[src/rtl/key_search_sequencer.sv]
// Brute-force key-space controller: steps time_machine through candidate keys until a valid message or range end.
// Optional per-key watchdog and timed_out port enabled by defining KEY_SEARCH_TIMEOUT_EN.
module key_search_sequencer #(
  parameter int unsigned          KEY_WIDTH      = 24,
  parameter logic [KEY_WIDTH-1:0] KEY_START      = '0,
  parameter logic [KEY_WIDTH-1:0] KEY_END        = KEY_WIDTH'(24'h3FFFFF),
  parameter int unsigned          SETTLE_CYCLES  = 2
`ifdef KEY_SEARCH_TIMEOUT_EN
  ,
  parameter logic [19:0]          TIMEOUT_CYCLES = 20'hFFFFF
`endif
) (
  input  logic                 CLOCK_50,
  input  logic                 reset,
  input  logic                 start,
  input  logic                 abort,
  input  logic                 decrypt_done,
  input  logic                 msg_valid,
  output logic [KEY_WIDTH-1:0] secret_key,
  output logic                 key_changed,
  output logic                 key_available,
  output logic                 busy,
  output logic                 found,
  output logic                 exhausted,
`ifdef KEY_SEARCH_TIMEOUT_EN
  output logic                 timed_out,
`endif
  output logic [KEY_WIDTH-1:0] keys_tried
);

  localparam int unsigned SETTLE_W    = 4;
  localparam logic [SETTLE_W-1:0] SETTLE_INIT = SETTLE_W'(SETTLE_CYCLES - 1);

  typedef enum logic [2:0] {
    IDLE, LOAD, SETTLE, RUN, CHECK, FOUND, EXHAUSTED, TIMED_OUT
  } state_t;

  state_t                r_state, w_next;
  logic                  r_start_q, r_done_q;
  logic [SETTLE_W-1:0]   r_settle, w_settle_next;
  logic                  r_msg_valid, w_msg_valid_next;
  logic [KEY_WIDTH-1:0]  w_key_next, w_tried_next;
  logic                  w_start_edge, w_done_edge;
`ifdef KEY_SEARCH_TIMEOUT_EN
  logic [19:0]           r_wdog, w_wdog_next;
`endif

  assign w_start_edge = start & ~r_start_q;
  assign w_done_edge  = decrypt_done & ~r_done_q;

  // Next-state, settle counter, key and tally updates
  always_comb begin
    w_next           = r_state;
    w_settle_next    = r_settle;
    w_msg_valid_next = r_msg_valid;
    w_key_next       = secret_key;
    w_tried_next     = keys_tried;
`ifdef KEY_SEARCH_TIMEOUT_EN
    w_wdog_next      = '0;
`endif
    case (r_state)
      IDLE, FOUND, EXHAUSTED, TIMED_OUT: begin
        if (w_start_edge) begin
          w_next       = LOAD;
          w_key_next   = KEY_START;
          w_tried_next = '0;
        end
      end
      LOAD: begin
        w_settle_next = SETTLE_INIT;
        w_next        = (SETTLE_INIT == '0) ? RUN : SETTLE;
      end
      SETTLE: begin
        w_settle_next = r_settle - SETTLE_W'(1);
        if (r_settle <= SETTLE_W'(1)) w_next = RUN;
      end
      RUN: begin
        if (w_done_edge) begin
          w_next           = CHECK;
          w_msg_valid_next = msg_valid;
        end
`ifdef KEY_SEARCH_TIMEOUT_EN
        else if (r_wdog == TIMEOUT_CYCLES - 20'd1) begin
          w_next = TIMED_OUT;
        end else begin
          w_wdog_next = r_wdog + 20'd1;
        end
`endif
      end
      CHECK: begin
        w_tried_next = keys_tried + KEY_WIDTH'(1);
        if (r_msg_valid)              w_next = FOUND;
        else if (secret_key == KEY_END) w_next = EXHAUSTED;
        else begin
          w_key_next = secret_key + KEY_WIDTH'(1);
          w_next     = LOAD;
        end
      end
      default: w_next = IDLE;
    endcase
    // Abort overrides everything, including a pending CHECK update
    if (abort) begin
      w_next       = IDLE;
      w_key_next   = secret_key;
      w_tried_next = keys_tried;
    end
  end

  always_ff @(posedge CLOCK_50 or posedge reset) begin
    if (reset) begin
      r_state       <= IDLE;
      r_start_q     <= 1'b0;
      r_done_q      <= 1'b0;
      r_settle      <= '0;
      r_msg_valid   <= 1'b0;
      secret_key    <= KEY_START;
      keys_tried    <= '0;
      key_changed   <= 1'b0;
      key_available <= 1'b0;
      busy          <= 1'b0;
      found         <= 1'b0;
      exhausted     <= 1'b0;
`ifdef KEY_SEARCH_TIMEOUT_EN
      r_wdog        <= '0;
      timed_out     <= 1'b0;
`endif
    end else begin
      r_state       <= w_next;
      r_start_q     <= start;
      r_done_q      <= decrypt_done;
      r_settle      <= w_settle_next;
      r_msg_valid   <= w_msg_valid_next;
      secret_key    <= w_key_next;
      keys_tried    <= w_tried_next;
      key_changed   <= (w_next == LOAD);
      key_available <= (w_next == RUN);
      busy          <= (w_next == LOAD) || (w_next == SETTLE) ||
                       (w_next == RUN)  || (w_next == CHECK);
      found         <= (w_next == FOUND);
      exhausted     <= (w_next == EXHAUSTED);
`ifdef KEY_SEARCH_TIMEOUT_EN
      r_wdog        <= w_wdog_next;
      timed_out     <= (w_next == TIMED_OUT);
`endif
    end
  end

endmodule

[config.mk]
export PLATFORM = sky130hd
export DESIGN_NAME = key_search_sequencer
export DESIGN_NICKNAME = d
export VERILOG_FILES = /design/src/rtl/key_search_sequencer.sv
export SDC_FILE = /design/constraint.sdc
export NUM_CORES = 1
export LEC_CHECK = 0
export CAP_MARGIN = 20
export CORE_MARGIN = 8
export CORE_UTILIZATION = 52
export CTS_BUF_LIST = sky130_fd_sc_hd__clkbuf_8
export DETAILED_ROUTE_END_ITERATION = 10
export PLACE_DENSITY_LB_ADDON = 0.15
export SETUP_SLACK_MARGIN = 0.05
export SLEW_MARGIN = 20
export SYNTH_ARGS = -nofsm -noshare
export SYNTH_HDL_FRONTEND = slang
export SYNTH_SLANG_ARGS = --single-unit
[constraint.sdc]
create_clock -name CLOCK_50 -period 2.6 [get_ports CLOCK_50]
set_clock_uncertainty 0.05 [all_clocks]
set_input_delay 0.39 -clock CLOCK_50 [delete_from_list [all_inputs] [get_ports CLOCK_50]]
set_output_delay 0.39 -clock CLOCK_50 [all_outputs]
set_load 0.1 [all_outputs]
==> impl_metrics.env <==
# flow metrics
export IMPL_ys_cells=354
export IMPL_drc=0
export IMPL_tap_cells=77
export IMPL_setup_worst_path_start_class="primary input"
export IMPL_cp_end_kind="register"
export IMPL_finalClockPeriodUsage=0.900
export IMPL_yosys_warnings=0
export IMPL_slowest_stage="clkdlybuf4s50_1"
export IMPL_avgRoutedWirePerCell_um=15.6
export IMPL_totalPowerFinal_mw=2.70
export IMPL_fmax_mhz=427
export IMPL_nClkBuffers=9
export IMPL_post_cts_resized=0
export IMPL_cts_sinks=63
export IMPL_critical_path_top_delay_family="AND-OR/OR-AND gates"
export IMPL_synth_edff_count=0
export IMPL_final_area_um2=4240
export IMPL_final_cells=520
export IMPL_path_cells="clkdlybuf4s50_1 > nand2b_1 > maj3_2 > or3_1 > a211oi_2 > a31oi_1 > a41o_1"
export IMPL_intPower_mw=1.72
export IMPL_diodes=0
export IMPL_finalMaxSlewViolations=0
export IMPL_gp_congestion=0.763
export IMPL_syn_mean_instance_area_um2=9.31
export IMPL_dominant_cell_class="sequential cells"
export IMPL_crit_buf_inv=1
export IMPL_dp_slack_ns=-0.0735
export IMPL_rsz0062_at_grt="no"
export IMPL_ant_nets=0
export IMPL_holdBufCountCts=0
export IMPL_criticalPathCategory="primary input to register"
export IMPL_grt_use_total=0.187
export IMPL_grt_max_degree=33
export IMPL_fin_nets=448
export IMPL_sh_seq_area=0.381
export IMPL_synth_seq_cells=63
export IMPL_p_seq_frac=0.426
export IMPL_synth_top_cells_by_area="dfrtp_1 48%, nor2_1 4.9%, xnor2_1 4.8%, nand2_1 4.1%, o21ai_0 3.0%"
export IMPL_arrival_ns=2.51
export IMPL_inv_count=14
export IMPL_viasPerCell=5.74
export IMPL_clock_root_buffer="clkbuf_8"
export IMPL_ys_seq_share=0.478
export IMPL_yosys_area_um2=3300
export IMPL_p_clk_frac=0.299
export IMPL_critPathMaxFanout=7
export IMPL_synth_largest_area_cell="dfrtp_1"
export IMPL_final_nonclk_buf_share=0.165
export IMPL_p_leak_nw=1.89
export IMPL_flop_area_um2=1610
export IMPL_cts_buffers=9
export IMPL_top_cells_by_count="63 x dfrtp_1, 43 x nor2_1, 36 x nand2_1"
export IMPL_powerDensity_nw_per_um2=636
export IMPL_buffers=88
export IMPL_max_cap_violations=0
export IMPL_synthArstFlopShare=1.00
export IMPL_fp_util=0.528
export IMPL_grt_pass1_vias=3001
export IMPL_syn_to_final_growth_pct=28.6
export IMPL_dp_hpwl_um=5860
export IMPL_tns_ns=0
export IMPL_syn_area_um2=3300
export IMPL_log_warning_count=28
export IMPL_dpl_cell_area_um2=4060
export IMPL_postLayoutCoreUtil=0.679
export IMPL_yosys_area_top_type_share=0.478
export IMPL_worst_ep_required_time_ns=2.77
export IMPL_drt_iter0_drc=93
export IMPL_fill_cells=513
export IMPL_die_area_um2=9140
export IMPL_dieWidth_um=95.6
export IMPL_clk_latency_ns=0.34
export IMPL_hold_viol=0
export IMPL_post_cts_setup_buffers=0
export IMPL_cts_path_max_buffers=2
export IMPL_setup_violations=0
export IMPL_yosys_most_used_dff="dfrtp_1"
export IMPL_antenna_found_initial=0
export IMPL_pwr_share_comb=0.275
export IMPL_gr_total_overflow=0
export IMPL_slew_headroom=0.513
export IMPL_layout_setup_ws_ns=0.259
export IMPL_lay_top_cells="81 x buf_4, 42 x nor2_1, 36 x nand2_1"
export IMPL_ir_drop_uv=482
export IMPL_status="completed"
export IMPL_yosysMostFrequentCell="dfrtp_1"
export IMPL_drive_above_1_share=0.316
export IMPL_htree_levels=3
export IMPL_min_path_type="primary input to async pin"
export IMPL_holdWs_ns=0.442
export IMPL_clkTransAtPathRegs_ns=0.07
export IMPL_swShare=0.363
export IMPL_synthDistinctLibCells=51
export IMPL_syn_inst=354
export IMPL_comb_area_um2=1600
export IMPL_tritoncts="done"
export IMPL_dieHeight_um=95.6
export IMPL_tightest_slew_ns=0.729
export IMPL_synth_nets=364
export IMPL_grt_pass1_wl_um=13700
export IMPL_dr_pass1_iters=4
export IMPL_lay_top_count="buf_4"
export IMPL_switchingPower_mw=0.979
export IMPL_period_minus_slack_ns=2.34
export IMPL_clock_area_frac=0.0428
export IMPL_slowest_delay_ns=0.50
export IMPL_dp_cells=504
export IMPL_comb_multi_input_count=262
export IMPL_comb_cell_share=0.377
[path summary, 6_finish.rpt]
kind	startpoint	slack [ns]	cells after the start	end
setup / recovery	start	0.26	7	secret_key[13]$_DFFE_PP0P_
hold / removal	reset	0.44	2	keys_tried[16]$_DFFE_PP0P_
setup reg to reg	secret_key[0]$_DFFE_PP0P_	0.26	7	secret_key[13]$_DFFE_PP0P_
hold reg to reg	keys_tried[8]$_DFFE_PP0P_	0.44	1	keys_tried[8]$_DFFE_PP0P_
max in group asynchronous	reset	1.41	3	secret_key[1]$_DFFE_PP0P_
min in group CLOCK_50	keys_tried[8]$_DFFE_PP0P_	0.44	1	keys_tried[8]$_DFFE_PP0P_
[per-layer routing]
metal	part of all wire	GRT usage	vias to the layer above	wire (um)
met5	0	0	-	0
met4	0.0049	0.0755	0	40
met3	0.077	0.0425	4	622
met2	0.48	0.302	87	3870
met1	0.44	0.236	1462	3560
li1	-	-	1430	-
[kinds of logic (layout without fill, tap and decap cells)]
logic type,count (synthesis),after routing,synth area share
muxes,2,2,0.00645
AOI/OAI and AO/OA,71,71,0.142
and+or+nand+nor,156,156,0.237
buffers and inverters,29,118,0.0437
xor gates and xnor gates,28,28,0.0744
DFF,63,63,0.478
adders and majority gates,5,5,0.0186
[sequential cells by signal, summed over array words and instances (netlist names), 3 cells and up]
signal,count
keys_tried,24
secret_key,24
r_settle,4
r_state,3
[power groups by stage]
| stage | registers, mW | logic, mW | clock network [mW] |
|---|---|---|---|
| after floorplan | 1.41 | 0.316 | 0 |
| after global placement | 1.16 | 0.728 | 0 |
| after detailed placement | 1.16 | 0.744 | 0 |
| after CTS | 1.15 | 0.747 | 0.825 |
| after global routing | 1.16 | 0.805 | 0.869 |
| final | 1.15 | 0.742 | 0.806 |
**Wires at chosen ports, followed through buffers**

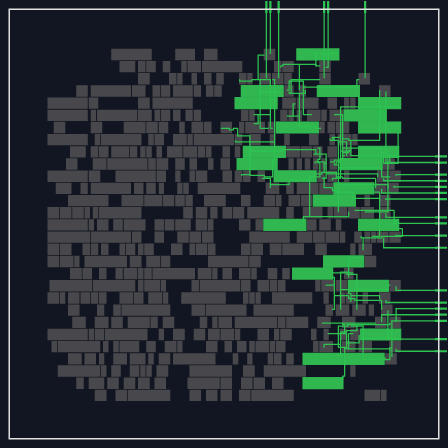
Key: green = keys_tried [direction output, end cells 24, buffers 24, wire 1040 um]
PortBufs: 58
I/O pin cnt: 59

**Cell classes on the final placement**

Fill, decap, tap and diode cells in grey.
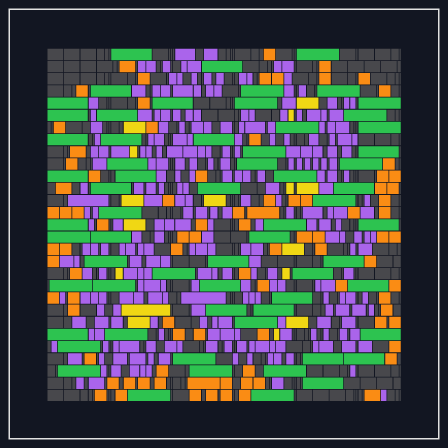
Key: green = flops [cells 63, share of their area 39%]; purple = combinational and other logic [cells 276, share of their area 40%]; orange = other buffers and delay cells [cells 88, share of their area 17%]; yellow = clock drivers and dummy loads [cells 16, share of their area 4.4%]

**Signal wires on met3**

The bar under the picture is 20 um long.
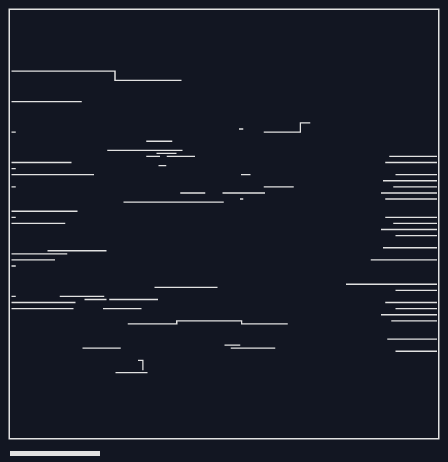
The longest straight run is 23.0 um. The layer holds 7.7% of the routed length.

**Cell placement**

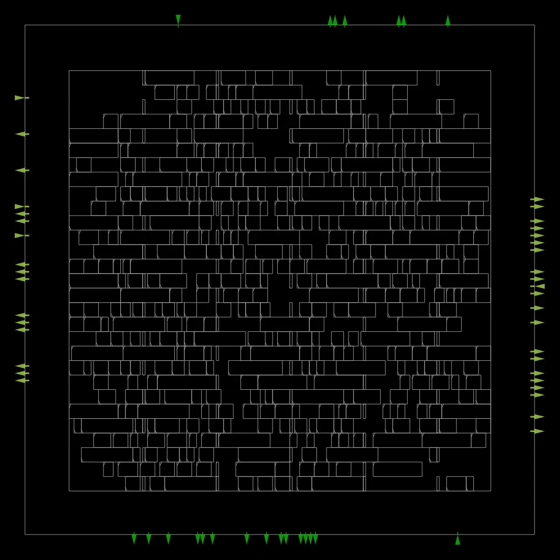
core area: 6240 um^2
Cell Rows: 29
Seq cells: 63

**Met2 routing**

Cells faint in the background.
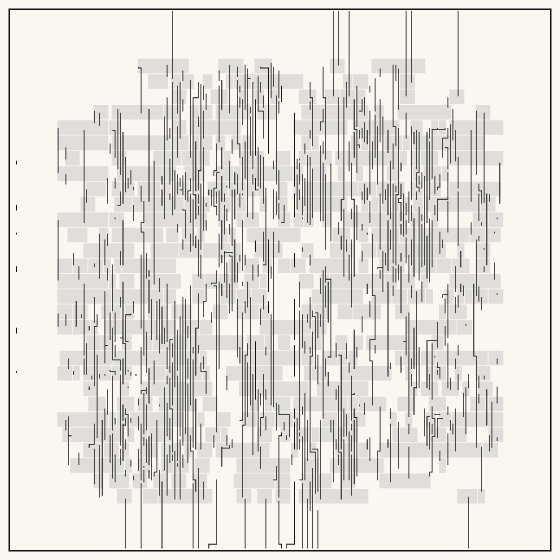
The wires run mostly vertical. The layer carries 3870 um of wire. The layer holds 48% of the routed length.
DR vias: 2983
grt met2 use: 0.302
drt total wl: 8090 um

